==> src/rtl/axioma_adc_trigger.sv <==
// ADC auto-trigger front end: picks one of eight trigger sources, detects rising edges,
// and issues one-cycle pulses to the ADC with a one-deep queue and miss accounting.
module axioma_adc_trigger #(
    parameter int SYNC_STAGES = 2,
    parameter int ACK_TIMEOUT = 16
) (
    input  logic       clk,
    input  logic       reset_n,
    input  logic       aden,
    input  logic       adate,
    input  logic [2:0] adts,
    input  logic       adif,
    input  logic       acomp_out,
    input  logic       int0_flag,
    input  logic       t0_compa,
    input  logic       t0_ovf,
    input  logic       t1_compb,
    input  logic       t1_ovf,
    input  logic       t1_capt,
    input  logic       adc_busy,
    input  logic       clear_status,
    output logic       adc_trigger,
    output logic       pending,
    output logic       trig_overrun,
    output logic       trig_timeout,
    output logic [7:0] miss_count,
    output logic [2:0] debug_state
);

    typedef enum logic [2:0] {
        OFF      = 3'd0,
        ARMED    = 3'd1,
        FIRE     = 3'd2,
        WAIT_ACK = 3'd3,
        BUSY     = 3'd4
    } state_t;

    localparam logic [7:0] ACK_LOAD = 8'(ACK_TIMEOUT);

    state_t                 state;
    state_t                 state_next;
    logic [SYNC_STAGES-1:0] acomp_sync;
    logic [2:0]             adts_q;
    logic                   prev;
    logic [7:0]             sources;
    logic                   enable;
    logic                   sel;
    logic                   edge_det;
    logic [7:0]             ack_cnt;
    logic [7:0]             ack_cnt_next;
    logic                   pending_next;
    logic                   miss;
    logic                   timeout_hit;

    assign enable  = aden & adate;
    assign sources = {t1_capt, t1_ovf, t1_compb, t0_ovf, t0_compa, int0_flag,
                      acomp_sync[SYNC_STAGES-1], adif};
    assign sel     = sources[adts];
    // A source switch only re-seeds prev, so a newly selected high level never fires.
    assign edge_det = enable & sel & ~prev & (adts == adts_q);
    assign debug_state = state;

    always_comb begin
        state_next   = state;
        pending_next = pending;
        ack_cnt_next = ack_cnt;
        miss         = 1'b0;
        timeout_hit  = 1'b0;
        if (!enable) begin
            state_next   = OFF;
            pending_next = 1'b0;
        end else begin
            case (state)
                OFF:      state_next = ARMED;
                ARMED:    if (edge_det) state_next = FIRE;
                FIRE: begin
                    ack_cnt_next = ACK_LOAD;
                    state_next   = WAIT_ACK;
                end
                WAIT_ACK: begin
                    if (adc_busy) begin
                        state_next = BUSY;
                    end else if (ack_cnt <= 8'd1) begin
                        ack_cnt_next = 8'd0;
                        timeout_hit  = 1'b1;
                        state_next   = ARMED;
                    end else begin
                        ack_cnt_next = ack_cnt - 8'd1;
                    end
                end
                BUSY:     if (!adc_busy) state_next = (pending | edge_det) ? FIRE : ARMED;
                default:  state_next = OFF;
            endcase

            // Queue edges that arrive while a trigger is in flight.
            if (state == FIRE || state == WAIT_ACK || state == BUSY) begin
                if (timeout_hit) begin
                    pending_next = 1'b0;
                end else if (state == BUSY && !adc_busy) begin
                    pending_next = pending & edge_det;
                end else if (edge_det) begin
                    if (pending) miss = 1'b1;
                    else         pending_next = 1'b1;
                end
            end
        end
    end

    always_ff @(posedge clk or negedge reset_n) begin
        if (!reset_n) begin
            state        <= OFF;
            acomp_sync   <= '0;
            adts_q       <= 3'd0;
            prev         <= 1'b0;
            ack_cnt      <= 8'd0;
            pending      <= 1'b0;
            adc_trigger  <= 1'b0;
            trig_overrun <= 1'b0;
            trig_timeout <= 1'b0;
            miss_count   <= 8'd0;
        end else begin
            state       <= state_next;
            acomp_sync  <= {acomp_sync[SYNC_STAGES-2:0], acomp_out};
            adts_q      <= adts;
            prev        <= sel;
            ack_cnt     <= ack_cnt_next;
            pending     <= pending_next;
            adc_trigger <= (state_next == FIRE);
            if (clear_status) begin
                trig_overrun <= 1'b0;
                trig_timeout <= 1'b0;
                miss_count   <= 8'd0;
            end else begin
                if (miss) begin
                    trig_overrun <= 1'b1;
                    if (miss_count != 8'hFF) miss_count <= miss_count + 8'd1;
                end
                if (timeout_hit) trig_timeout <= 1'b1;
            end
        end
    end

endmodule

==> config.mk <==
export PLATFORM = sky130hd
export DESIGN_NAME = axioma_adc_trigger
export DESIGN_NICKNAME = d
export VERILOG_FILES = /design/src/rtl/axioma_adc_trigger.sv
export SDC_FILE = /design/constraint.sdc
export NUM_CORES = 1
export LEC_CHECK = 0
export CORE_ASPECT_RATIO = 0.6
export CORE_UTILIZATION = 35
export CTS_CLUSTER_SIZE = 10
export DETAILED_ROUTE_END_ITERATION = 10
export PLACE_DENSITY = 0.67
export SLEW_MARGIN = 20
export SYNTH_ARGS = -nofsm -noshare
export SYNTH_HDL_FRONTEND = slang
export SYNTH_SLANG_ARGS = --single-unit
export TNS_END_PERCENT = 30
==> constraint.sdc <==
create_clock -name clk -period 2.2 [get_ports clk]
set_input_delay 0.44 -clock clk [delete_from_list [all_inputs] [get_ports clk]]
set_output_delay 0.44 -clock clk [all_outputs]
set_load 0.05 [all_outputs]
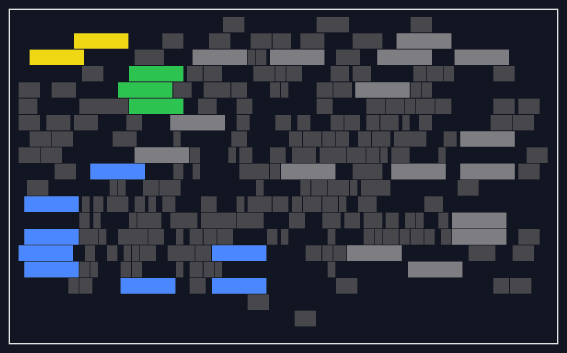
run_1/ff_map.png
(6 px per µm) Other sequential cells in the stronger grey, the rest of the logic in the fainter grey.
ack_cnt -> blue  # placed flops 8
acomp_sync -> yellow  # placed flops 2
adts_q -> green  # placed flops 3
Reg area: 725.7 µm²
flop share of the area: 32.26%
final core occ: 49.29%
P_seq: 0.546 mW

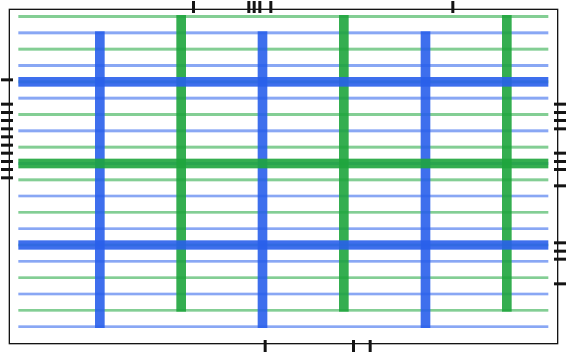
run_1/floorplan.png
(6 px per µm) Pins as bars on the die edge.
VDD -> green
VSS -> blue
met4 straps = 6
signal pins = 32

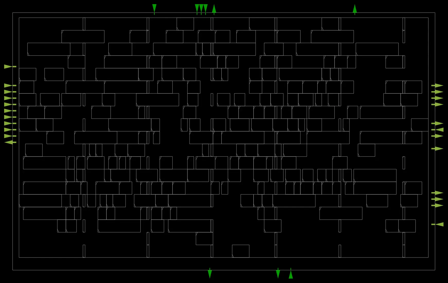
run_1/placed.png
total number of tap cells: 63
fill count: 444

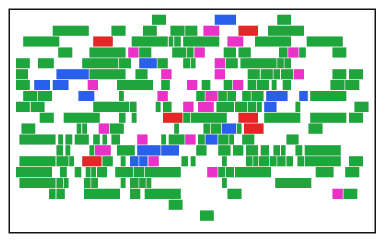
run_1/sizing.png
(4 px per µm)
x2 -> blue  # cells 15, share 6.9%, most used mux2_2
x6 and larger -> red  # cells 6, share 2.8%, most used clkbuf_8
x3 and x4 -> magenta  # cells 23, share 11%, most used buf_4
x1 and smaller -> green  # cells 173, share 80%

## run 1: layout by cell type (no fill, tap or decap), drive strengths merged, types with 2 or more instances in the layout
master	netlist	routed
o31ai	2	2
or2	2	2
and2b	2	2
o31a	2	2
nor2	13	13
clkdlybuf4s50	0	29
nand2	11	11
nor2b	3	3
inv	6	6
nand2b	2	2
or4	3	3
clkbuf	4	7
nand4b	2	2
or3	2	2
xor2	3	3
nand3	4	4
and2	4	4
o41ai	2	2
ha	3	3
a311oi	5	5
o21ai	14	14
mux2	4	4
a41oi	2	2
nand4	2	2
dfrtp	29	29
a21oi	8	8
nand3b	2	2
and4	6	6
a31o	2	2
and3	3	3
nor4	2	2
buf	3	18
nor3	4	4
a31oi	3	3
## run 1: flip-flops by register name, indices dropped and copies added (netlist names), 2 cells and up
| register | count |
|---|---|
| acomp_sync | 2 |
| adts_q | 3 |
| miss_count | 8 |
| ack_cnt | 8 |
| debug_state | 3 |
## run 1: path summary, 6_finish.rpt
path	cells after the start	endpoint
min in group asynchronous	2	debug_state[0]
worst max-delay path	6	miss_count[6]
worst max register to register	5	miss_count[6]
max in group asynchronous	2	trig_timeout
worst min register to register	0	acomp_sync[1]
worst min-delay path	0	acomp_sync[1]
## run 1: worst reg2reg max path, cell delays in order, from the launching register on
cell       delay, ps
dfrtp_1          420
or4_4            550
nand4bb_1        240
and3_1           230
and2_1           210
a311oi_1         280
## run 1: per-layer routing
metal  GRT usage [%]  vias to the layer above  share of wire [%]
met5               0                        -                  0
met4           6.803                        0                1.5
met3           5.096                        8                9.0
met2           21.86                       71                 39
met1           27.52                      698                 51
li1                -                      737                  -
## run 1: logic make-up after synthesis
logic type      Yosys count
compound gates           46
xor+xnor                  3
fa+ha+maj                 3
buf+inv                  14
flops                    29
mux                       6
simple gates             68
## run 1: cell type report
type                    instances  area, µm²
inverters                       6      22.52
well taps                      63      78.83
clock buffers                   7      86.33
flip-flops and latches         29      725.7
repair buffers                 49      446.7
fillers                       444       2315
multi-input cells             126      889.6
## run 1: per-stage QoR
stage	util (%)	power, mW
2_1_floorplan	-	0.5927
3_3_place_gp	46.79	0.6544
3_5_place_dp	46.79	0.6549
4_1_cts	48.66	1.109
5_1_grt	49.29	1.148
6_report	49.29	1.092
## run 1: power by group through the flow
stage          Clock [mW]  Combinational [mW]  Sequential (mW)
2_1_floorplan           0              0.0355            0.557
3_3_place_gp            0              0.0982            0.556
3_5_place_dp            0              0.0987            0.556
4_1_cts             0.464              0.0986            0.546
5_1_grt             0.490               0.110            0.547
6_report            0.446              0.0991            0.546
## run 1: timing repair
action,in CTS,in global routing
gates resized,2,9
setup endpoints to repair,13,10
pin swaps,0,1
==> flow_metrics.tcl, run 1 <==
# metrics dict for downstream scripts
set metrics [dict create \
    synth_cell_types 49 \
    top_area_share_pct 43.48 \
    cts.sinks 29 \
    period_needed_ps 2137 \
    p_clk_share_pct 40.9 \
    ant_nets 0 \
    fp.dieH_um 55.49 \
    aoi_share_pct 19.04 \
    syn_inst 169 \
    fp.coreArea_mm2 0.004564 \
    ys_ff 29 \
    netlist_top_cells_count "29 x dfrtp_1, 14 x o21ai_0, 13 x nor2_1" \
    warnings 27 \
    hold_buffers 0 \
    relSlewSlack_pct 66.14 \
    slowest_stage "mux4_2" \
    xor_share_pct 1.574 \
    die_area_mm2 0.005058 \
    dr.pass1.iters 4 \
    hp-start "acomp_sync[0]" \
    fin_cells 280 \
    syn_area_per_cell_um2 9.876 \
    cts_buffer_depth 2 \
    antenna_found_initial 0 \
    drt-total-wl_mm 4.009 \
    gp_congestion 0.8518 \
    syn_to_final_growth_pct 34.78 \
    grt_pass1_wl_mm 6.803 \
    final_max_slew_viol_count 0 \
    cp.arrival_ps 2320 \
    endpoint_kind "flip-flop" \
    antenna_cells 0 \
    status "completed" \
    cellInternalPower_mw 0.8421 \
    finalHoldViolations 0 \
    via_count 1514 \
    top_logic_kind "simple AND/OR/NAND/NOR gates" \
    holdWs_ps 345.2 \
    ys_warn_count 0 \
    grt.total_usage_pct 17.52 \
    placementRows 19 \
    dieWidth_um 91.15 \
    skew_ps 6.529 \
    pre_cts_ws_ps -552.1 \
    numCtsBuffers 5 \
    drt_first_iter_violations 142 \
    drc 0 \
    top_cell "dfrtp_1" \
    num_io_pins 32 \
    cts_root_buf "clkbuf_8" \
    tightest_slew_ps 507.1 \
    ys_area_mm2 0.001669 \
    initial_utilization_pct 36.57 \
    yosys_cells 169 \
    worstSetupStartpoint "t1_capt" \
    max_clock_freq_mhz 467.9 \
    place_inst 273 \
    design_area_mm2 0.002250 \
    nets 237 \
    drive_above_1_share_pct 20.28 \
    cts_tree "done" \
    critical_path.cell_chain "clkdlybuf4s50_1 > mux2_1 > mux4_2 > and2_4 > and2_1 > a311oi_1" \
    synthesis.area_mm2 0.001669 \
    async_flop_share_pct 100.0 \
    fin_crit_sh_pct 97.14 \
    rr_startpoint "ack_cnt[5]" \
    drv_cap 0 \
    grt_pass1_vias 1362 \
    path_clk_slew_ps 60 \
    vdd_drop_max_mv 0.3497 \
    post_cts_buffers 0 \
    combPwrFrac_pct 9.1 \
    worst_ep_required_time_ps 2380 \
    h-tree-depth 2 \
    setup_tns_ps 0 \
    ys_seq_share_pct 43.48 \
    p_leak_nw 0.9614 \
]
run_1/route_heat.png
(6 px per µm) The die is cut into 18 by 11 equal tiles; dark purple is low, yellow is high, scaled to the fullest tile. Values are wire area over tile area, all layers added.
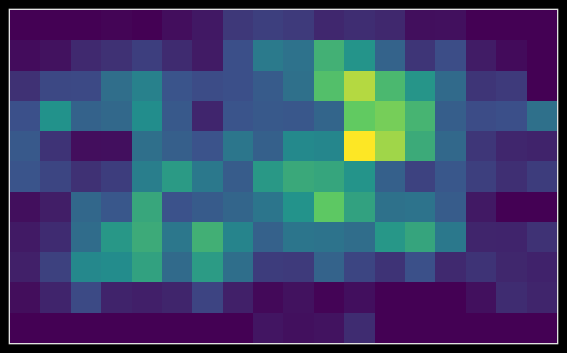

## Run 2: what changed since run 1
CTS_CLUSTER_SIZE = not set   (was 10)
MAX_ROUTING_LAYER = met4   (was not set)
PLACE_DENSITY = 0.69   (was 0.67)
clock period = 1.8 ns   (was 2.2 ns; I/O delays follow)
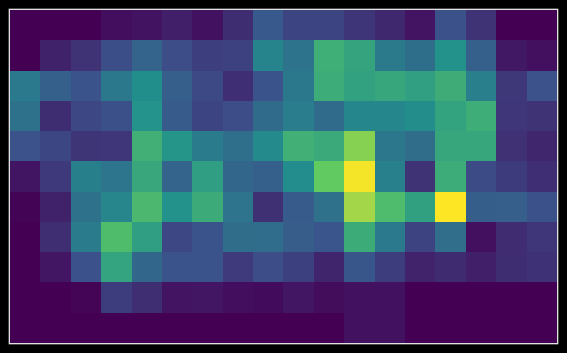
run_2/route_heat.png
(6 px per µm) The die is cut into 18 by 11 equal tiles; dark purple is low, yellow is high, scaled to the fullest tile. Values are wire area over tile area, all layers added.
nearly empty tiles = 17%
densest ninth of the die = centre
fullest tile = 0.52
mean over tiles = 0.14
vias: 1594
GRT Overall Usage: 19.59%
routed len/inst: 14.83 µm

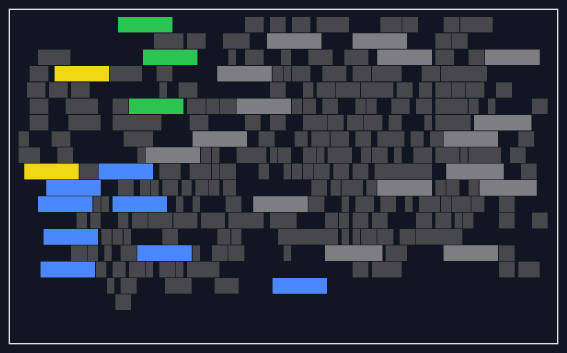
run_2/ff_map.png
(6 px per µm) Other sequential cells in the stronger grey, the rest of the logic in the fainter grey.
adts_q -> green  # placed flops 3
acomp_sync -> yellow  # placed flops 2
ack_cnt -> blue  # placed flops 8

==> flow_metrics.tcl, run 2 <==
# metrics dict for downstream scripts
set metrics [dict create \
    hpwl_mm 3.164 \
    cts_buffer_depth 2 \
    h-tree-depth 2 \
    flop_cell "dfrtp_1" \
    grt_pass1_vias 1548 \
    synthesis.area_mm2 0.001669 \
    grt_max_degree 30 \
    netlist_top_cells_count "29 x dfrtp_1, 14 x o21ai_0, 13 x nor2_1" \
    mostFrequentLayoutCells "52 x buf_4, 25 x dfrtp_1, 12 x nor2_1" \
    die_area_mm2 0.005058 \
    max_clock_freq_mhz 527.4 \
    hold_class "flip-flop to flip-flop" \
    initial_utilization_pct 36.57 \
    top_cell "dfrtp_1" \
    slowest_stage "or4_4" \
    gp_congestion 0.8265 \
    critical-path-max-stage-delay_ps 560 \
    ys_ff 29 \
    dieWidth_um 91.15 \
    ys_area_mm2 0.001669 \
    ant_nets 0 \
    hold_buffers 0 \
    clock_latency_ps 290 \
    tightest_slew_ps 395.8 \
    warnings 30 \
    cp.arrival_ps 2070 \
    critPathTopFamily "simple AND/OR/NAND/NOR gates" \
    fin_cells 303 \
    nets 259 \
    drt-total-wl_mm 4.492 \
    synth_nets 189 \
    fillers 420 \
    skew_ps 2.739 \
    fp.dieH_um 55.49 \
    drive_above_1_share_pct 42.50 \
    p_per_area_mw_per_mm2 532.0 \
    period_needed_ps 1896 \
    cts_tree "done" \
    drt_first_iter_violations 77 \
    async_flop_share_pct 100.0 \
    fin_crit_sh_pct 105.3 \
    synth_cell_types 49 \
    path_clk_slew_ps 70 \
    antenna_found_initial 0 \
    synth-edff-count 0 \
    ys_warn_count 0 \
    cts_root_buf "clkbuf_8" \
    dr.pass1.iters 4 \
    path_buffers 2 \
    numCtsBuffers 5 \
    cp_common_cell "buf_6" \
    viasPerCell 5.261 \
    grt_setup_unrepaired "yes" \
    layout.cells.most_common "buf_4" \
    cp-start-kind "flip-flop" \
    synthTopCellsByArea "dfrtp_1 43%, o21ai_0 4.2%, nor2_1 2.9%" \
    fp.coreArea_mm2 0.004564 \
    top_area_cell "dfrtp_1" \
    worstPathMaxFanout 5 \
    syn_to_final_growth_pct 50.00 \
    yosys_cells 169 \
    num_io_pins 32 \
    grt_overflow 0 \
    io_buffer_count 31 \
    placementRows 19 \
    top_area_share_pct 43.48 \
    drv_cap 0 \
    criticalPathCategory "flip-flop to flip-flop" \
    holdWs_ps 366.0 \
    antenna_cells 0 \
    ys_seq_share_pct 43.48 \
    worst_ep_required_time_ps 1980 \
    place_inst 290 \
    finalHoldViolations 0 \
    syn_inst 169 \
    violations "setup timing" \
    vdd_drop_max_mv 0.3758 \
    largest_registers "ack_cnt (8), miss_count (8)" \
    syn_area_per_cell_um2 9.876 \
    drc 0 \
    cts.sinks 29 \
    critical_path.cell_chain "or4_4 > nand4bb_4 > and4_4 > buf_6 > buf_6 > a21oi_2 > nor2_1" \
    p_leak_nw 1.137 \
    relSlewSlack_pct 73.61 \
    status "complete, but fails checks" \
    report.final.setup_viol 13 \
    endpoint_kind "flip-flop" \
    setup_ws_ps -95.96 \
    grt_pass1_wl_mm 7.417 \
    final_max_slew_viol_count 0 \
    final_core_util_pct 54.85 \
]
==> run 2: cell counts after synthesis <==
Identical to the previous run, type by type.
==> run 2: kinds of logic after synthesis <==
group / after synthesis / share of synthesized area, %
compound gates: 46 / 19.04
xor+xnor: 3 / 1.575
fa+ha+maj: 3 / 2.249
buf+inv: 14 / 4.797
flops: 29 / 43.48
mux: 6 / 4.647
simple gates: 68 / 24.21
==> run 2: metal layers <==
layer,GRT usage (%),part of all wire [%],up-vias
li1,-,-,784
met5,-,0,-
met3,4.545,4.3,6
met1,27.43,52,758
met4,8.163,1.1,0
met2,27.16,42,46
==> run 2: worst paths after layout <==
check / cells after the start / start / end / slack (ps)
min in group asynchronous: 2 / reset_n / adc_trigger / 460
max: 7 / ack_cnt[4] / trig_overrun / -100
max reg2reg: 7 / ack_cnt[4] / trig_overrun / -100
min reg2reg: 0 / acomp_sync[0] / acomp_sync[1] / 370
max in group asynchronous: 2 / reset_n / miss_count[1] / 1030
min: 0 / acomp_sync[0] / acomp_sync[1] / 370
==> run 2: area by class of cell <==
type / count / area, µm² / share of cell area (%)
inverter: 6 / 22.52 / 0.8996
clock inverter: 2 / 10.01 / 0.3998
timing repair buffer: 71 / 569.3 / 22.74
sequential: 29 / 730.7 / 29.19
clock buffer: 6 / 72.57 / 2.899
tap: 63 / 78.83 / 3.148
multi-input combinational: 126 / 1020 / 40.73
==> run 2: repair_timing <==
action,CTS,global route
endpoints found under the hold margin,0,0
endpoints found under the setup margin,18,18
setup buffers,2,3
pin swaps,17,8
gates resized,43,3
==> run 2: metrics by stage <==
step	instance area [µm²]	setup TNS, ps	setup slack, ps	power, mW
detailed placement	2248	-11580	-897.6	0.8124
floorplan	1693	-1032	-145.0	0.7296
CTS	2472	-616.6	-88.11	1.349
global route	2504	-1931	-172.0	1.386
global placement	2248	-10620	-829.9	0.8103
finish	2504	-606.5	-95.96	1.332
==> run 2: where the power goes <==
group          total (mW)  switching, mW  internal, mW
logic               0.129         0.0617        0.0676
registers           0.667        0.00570         0.662
clock network       0.535          0.268         0.267
Power is estimated from default activity; no workload was simulated.
